`src/rtl/irr_priority_resolver.sv`:
```
// IRR capture, masking and fixed/rotating priority resolution with INTA freeze for the 8259 front end.
// Optional polling support is built when POLL_MODE_EN is defined.
module irr_priority_resolver #(
    parameter int         SYNC_STAGES  = 2,
    parameter logic [2:0] RESET_LOWEST = 3'd7
) (
    input  logic       clk,
    input  logic       rst_n,
    input  logic [7:0] ir,
    input  logic       ltim,
    input  logic [7:0] imr,
    input  logic [7:0] isr,
    input  logic       special_mask,
    input  logic       rotate_en,
    input  logic       eoi_done,
    input  logic [2:0] last_serviced_idx,
    input  logic       rotate_load,
    input  logic [2:0] rotate_set_lowest,
    input  logic       inta_first,
    input  logic       inta_second,
`ifdef POLL_MODE_EN
    input  logic       poll_read,
    output logic [7:0] poll_word,
`endif
    output logic       int_req,
    output logic [2:0] highest_priority_idx,
    output logic [7:0] irr,
    output logic [2:0] lowest_prio,
    output logic       spurious
);

    typedef enum logic {ST_IDLE = 1'b0, ST_FROZEN = 1'b1} frz_state_e;

    // Bit r of the result is the bit of vec that holds rank r when rank 0 sits at index base.
    function automatic logic [7:0] rotate_down(input logic [7:0] vec, input logic [2:0] base);
        logic [7:0] res;
        res = 8'd0;
        for (int i = 0; i < 8; i++) begin
            res[i] = vec[base + 3'(i)];
        end
        return res;
    endfunction

    // Returns {found, position of lowest set bit}.
    function automatic logic [3:0] first_set(input logic [7:0] vec);
        logic [3:0] res;
        res = 4'd0;
        for (int i = 7; i >= 0; i--) begin
            if (vec[i]) begin
                res = {1'b1, 3'(i)};
            end
        end
        return res;
    endfunction

    logic [7:0] sync_r [SYNC_STAGES];
    logic [7:0] irs_prev_r;
    logic [7:0] irr_r;
    logic [2:0] lowest_r;
    frz_state_e state_r;
    logic       int_req_r;
    logic [2:0] hpi_r;
    logic       spurious_r;

    logic [7:0] irs_s;
    logic [2:0] base_s;
    logic [7:0] req_s;
    logic [3:0] cand_s;
    logic [3:0] isr_top_s;
    logic [3:0] open_s;
    logic       valid_s;
    logic [2:0] rank_s;
    logic [2:0] win_s;
    logic       ack_s;
    logic [7:0] clr_s;
    logic [7:0] irr_nxt_s;

    assign irs_s = sync_r[SYNC_STAGES-1];

    // Input synchronizer chain and previous-sample register for edge detection.
    always_ff @(posedge clk or negedge rst_n) begin
        if (!rst_n) begin
            for (int i = 0; i < SYNC_STAGES; i++) begin
                sync_r[i] <= 8'd0;
            end
            irs_prev_r <= 8'd0;
        end else begin
            sync_r[0] <= ir;
            for (int i = 1; i < SYNC_STAGES; i++) begin
                sync_r[i] <= sync_r[i-1];
            end
            irs_prev_r <= irs_s;
        end
    end

    // Circular priority resolution; ranks count down from (lowest+1).
    always_comb begin
        base_s    = lowest_r + 3'd1;
        req_s     = irr_r & ~imr;
        cand_s    = first_set(rotate_down(req_s, base_s));
        isr_top_s = first_set(rotate_down(isr, base_s));
        open_s    = first_set(rotate_down(req_s & ~isr, base_s));
        if (special_mask) begin
            valid_s = open_s[3];
            rank_s  = open_s[2:0];
        end else begin
            // An in-service bit blocks its own rank and everything below it.
            valid_s = cand_s[3] && (!isr_top_s[3] || (cand_s[2:0] < isr_top_s[2:0]));
            rank_s  = cand_s[2:0];
        end
        win_s = rank_s + base_s;
    end

    // Next IRR value: capture by edge or level, then acknowledge clear which overrides any set.
    always_comb begin
        ack_s = inta_first && (state_r == ST_IDLE) && valid_s;
`ifdef POLL_MODE_EN
        clr_s = (ack_s || (poll_read && valid_s)) ? (8'd1 << win_s) : 8'd0;
`else
        clr_s = ack_s ? (8'd1 << win_s) : 8'd0;
`endif
        if (ltim) begin
            irr_nxt_s = irs_s;
        end else begin
            irr_nxt_s = irs_s & (irr_r | ~irs_prev_r);
        end
        irr_nxt_s = irr_nxt_s & ~clr_s;
    end

    // IRR register and rotating lowest-priority pointer.
    always_ff @(posedge clk or negedge rst_n) begin
        if (!rst_n) begin
            irr_r    <= 8'd0;
            lowest_r <= RESET_LOWEST;
        end else begin
            irr_r <= irr_nxt_s;
            if (rotate_load) begin
                lowest_r <= rotate_set_lowest;
            end else if (rotate_en && eoi_done) begin
                lowest_r <= last_serviced_idx;
            end else begin
                lowest_r <= lowest_r;
            end
        end
    end

    // Freeze FSM holding the winner stable between the two INTA pulses.
    always_ff @(posedge clk or negedge rst_n) begin
        if (!rst_n) begin
            state_r    <= ST_IDLE;
            int_req_r  <= 1'b0;
            hpi_r      <= 3'd0;
            spurious_r <= 1'b0;
        end else begin
            spurious_r <= 1'b0;
            case (state_r)
                ST_IDLE: begin
                    if (inta_first) begin
                        state_r   <= ST_FROZEN;
                        int_req_r <= 1'b0;
                        if (valid_s) begin
                            hpi_r <= win_s;
                        end else begin
                            hpi_r      <= 3'd7;
                            spurious_r <= 1'b1;
                        end
                    end else begin
                        int_req_r <= valid_s;
                        if (valid_s) begin
                            hpi_r <= win_s;
                        end else begin
                            hpi_r <= hpi_r;
                        end
                    end
                end
                ST_FROZEN: begin
                    int_req_r <= 1'b0;
                    if (inta_second) begin
                        state_r <= ST_IDLE;
                    end else begin
                        state_r <= ST_FROZEN;
                    end
                end
                default: begin
                    state_r   <= ST_IDLE;
                    int_req_r <= 1'b0;
                end
            endcase
        end
    end

`ifdef POLL_MODE_EN
    logic [7:0] poll_word_r;

    // Poll result captured on each poll_read and held until the next one.
    always_ff @(posedge clk or negedge rst_n) begin
        if (!rst_n) begin
            poll_word_r <= 8'd0;
        end else if (poll_read) begin
            poll_word_r <= {valid_s, 4'b0000, (valid_s ? win_s : 3'd7)};
        end else begin
            poll_word_r <= poll_word_r;
        end
    end

    assign poll_word = poll_word_r;
`endif

    assign int_req              = int_req_r;
    assign highest_priority_idx = hpi_r;
    assign irr                  = irr_r;
    assign lowest_prio          = lowest_r;
    assign spurious             = spurious_r;

endmodule

```
`config.mk`:
```
export PLATFORM = sky130hd
export DESIGN_NAME = irr_priority_resolver
export DESIGN_NICKNAME = d
export VERILOG_FILES = /design/src/rtl/irr_priority_resolver.sv
export SDC_FILE = /design/constraint.sdc
export NUM_CORES = 1
export LEC_CHECK = 0
export CORE_MARGIN = 3
export CORE_UTILIZATION = 25
export DETAILED_ROUTE_END_ITERATION = 8
export PLACE_DENSITY = 0.55
export SETUP_SLACK_MARGIN = 0.4
export SLEW_MARGIN = 20
export SYNTH_ARGS = -nofsm -noshare
export SYNTH_HDL_FRONTEND = slang
export SYNTH_SLANG_ARGS = --single-unit
export TNS_END_PERCENT = 30
```
`constraint.sdc`:
```
create_clock -name clk -period 4.2 [get_ports clk]
set_input_delay 0.42 -clock clk [delete_from_list [all_inputs] [get_ports clk]]
set_output_delay 0.42 -clock clk [all_outputs]
set_load 0.1 [all_outputs]
```
==> run notes <==
impl run done, here's what came out: Total Routed Length 9.98 mm, final number of max-transition violations 0, multi-input gate share of the layout cell area 49.4%, area share of fa/ha/maj cells after synthesis 2.45%, biggest power consumer among the groups combinational cells, register area share after synthesis 30.5%, worst min-delay path category in -> async, clock period minus worst slack 4.06 ns, Pwr Total 2.27 mW, non-clock inverter count 13, net switching power of the design 993 uW, number of H-tree levels 2, power dissipated in the clock network 358 uW, Reg2Reg Setup Slack 0.14 ns, post-cts repair resize count 16, I/O pin total 55, Finished Layout Cells 592, post-cts hold buffer count 0, xor/xnor share 3.00%, crit-path max cell delay 0.68 ns, clock edge transition at the registers on the reported setup and hold paths 0.06 ns, number of cells on the worst reg-to-reg path 19, Setup Buffers After CTS 9, flip-flop and latch count after synthesis 41, clk_buf instances 6, Final non-clock buffer share 20.5%, leading cell category by total area logic gates, insertion delay at the late pin of the worst-skew pair 0.28 ns, uppermost signal routing layer after detailed routing met4, Die Size 14900 sq um, Avg Vias per Cell 5.07, Placed Cells 560, sequence of cells on the critical path inv_6, ha_4, buf_8, buf_16, and4b_1, a31oi_4, a21oi_2, nor2_2, o2111a_1, nor3_2, nor3b_2, ha_4, nand3_1, nand2_1, o21ai_1, nand3_1, o311a_4, nor4b_4, a31oi_1, number of DRC markers after the initial detailed-route iteration 144, Combinational Power 1.42 mW, Top non-seq family multiplexers, placed inst area 4220 sq um, TritonCTS Buffers 5, synthesis area per yosys 3370 sq um, netlist area before placement 3370 sq um, run status finished clean, effective utilization at floorplan 26.1%, beginning of the worst register-to-register path lowest_prio[0], Logic cell area 2360 sq um, reported max-cap violation count 0, yosys cell count 328, Worst path slowest cell sky130_fd_sc_hd__dfstp_4, power density relative to cell area 475 nW/um^2, complex-gate fraction of the synthesized area 13.8%, async set-or-reset flop fraction in the synthesized netlist 100%, count of cell types in the netlist 66, Vias 2999
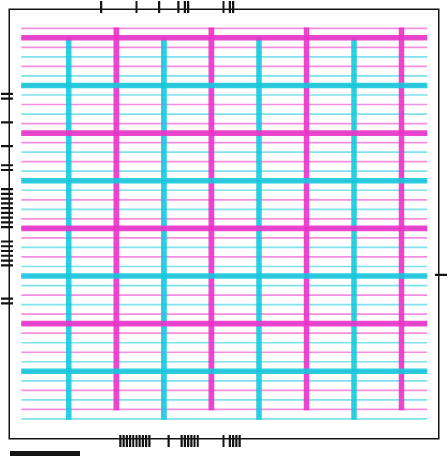
(floorplan with the power grid)
Scale bar: 20 um. Pins as bars on the die edge.
Key: cyan = VSS; magenta = VDD
55 signal pins sit on the boundary. 42 met1 rails follow the rows. 8 straps on met5.

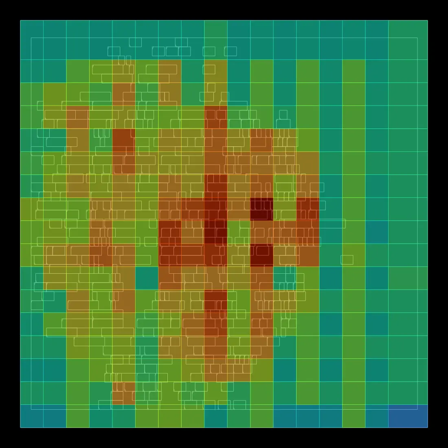
(track usage over the die)
final design utilization: 37.0%
met2 GRT Util: 23.8%

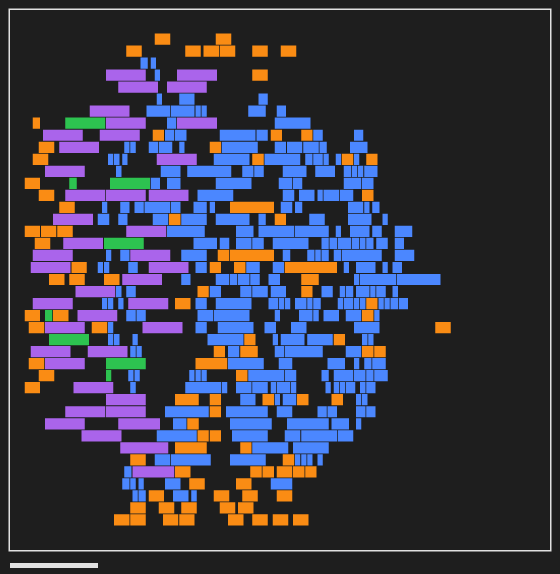
(placed cells, one colour a class)
Scale bar: 20 um.
Key: green = clock drivers and dummy loads [cells 8]; orange = other buffers and delay cells [cells 99]; purple = flops [cells 41]; blue = combinational and other logic [cells 272]
final non-filler cell area: 4780 sq um
std cell rows: 41

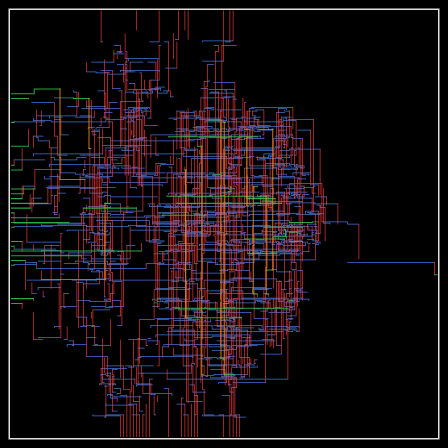
(metal layers overlaid)
Key: red = metal 2 [wire length 5070 um]; blue = metal 1 [wire length 4050 um]; orange = metal 4 [wire length 428 um]; green = metal 3 [wire length 440 um]
All-Layer GR Usage: 13.8%
routed length per instance: 16.9 um

No activity file was given, so power comes from the tool's default toggle rates.
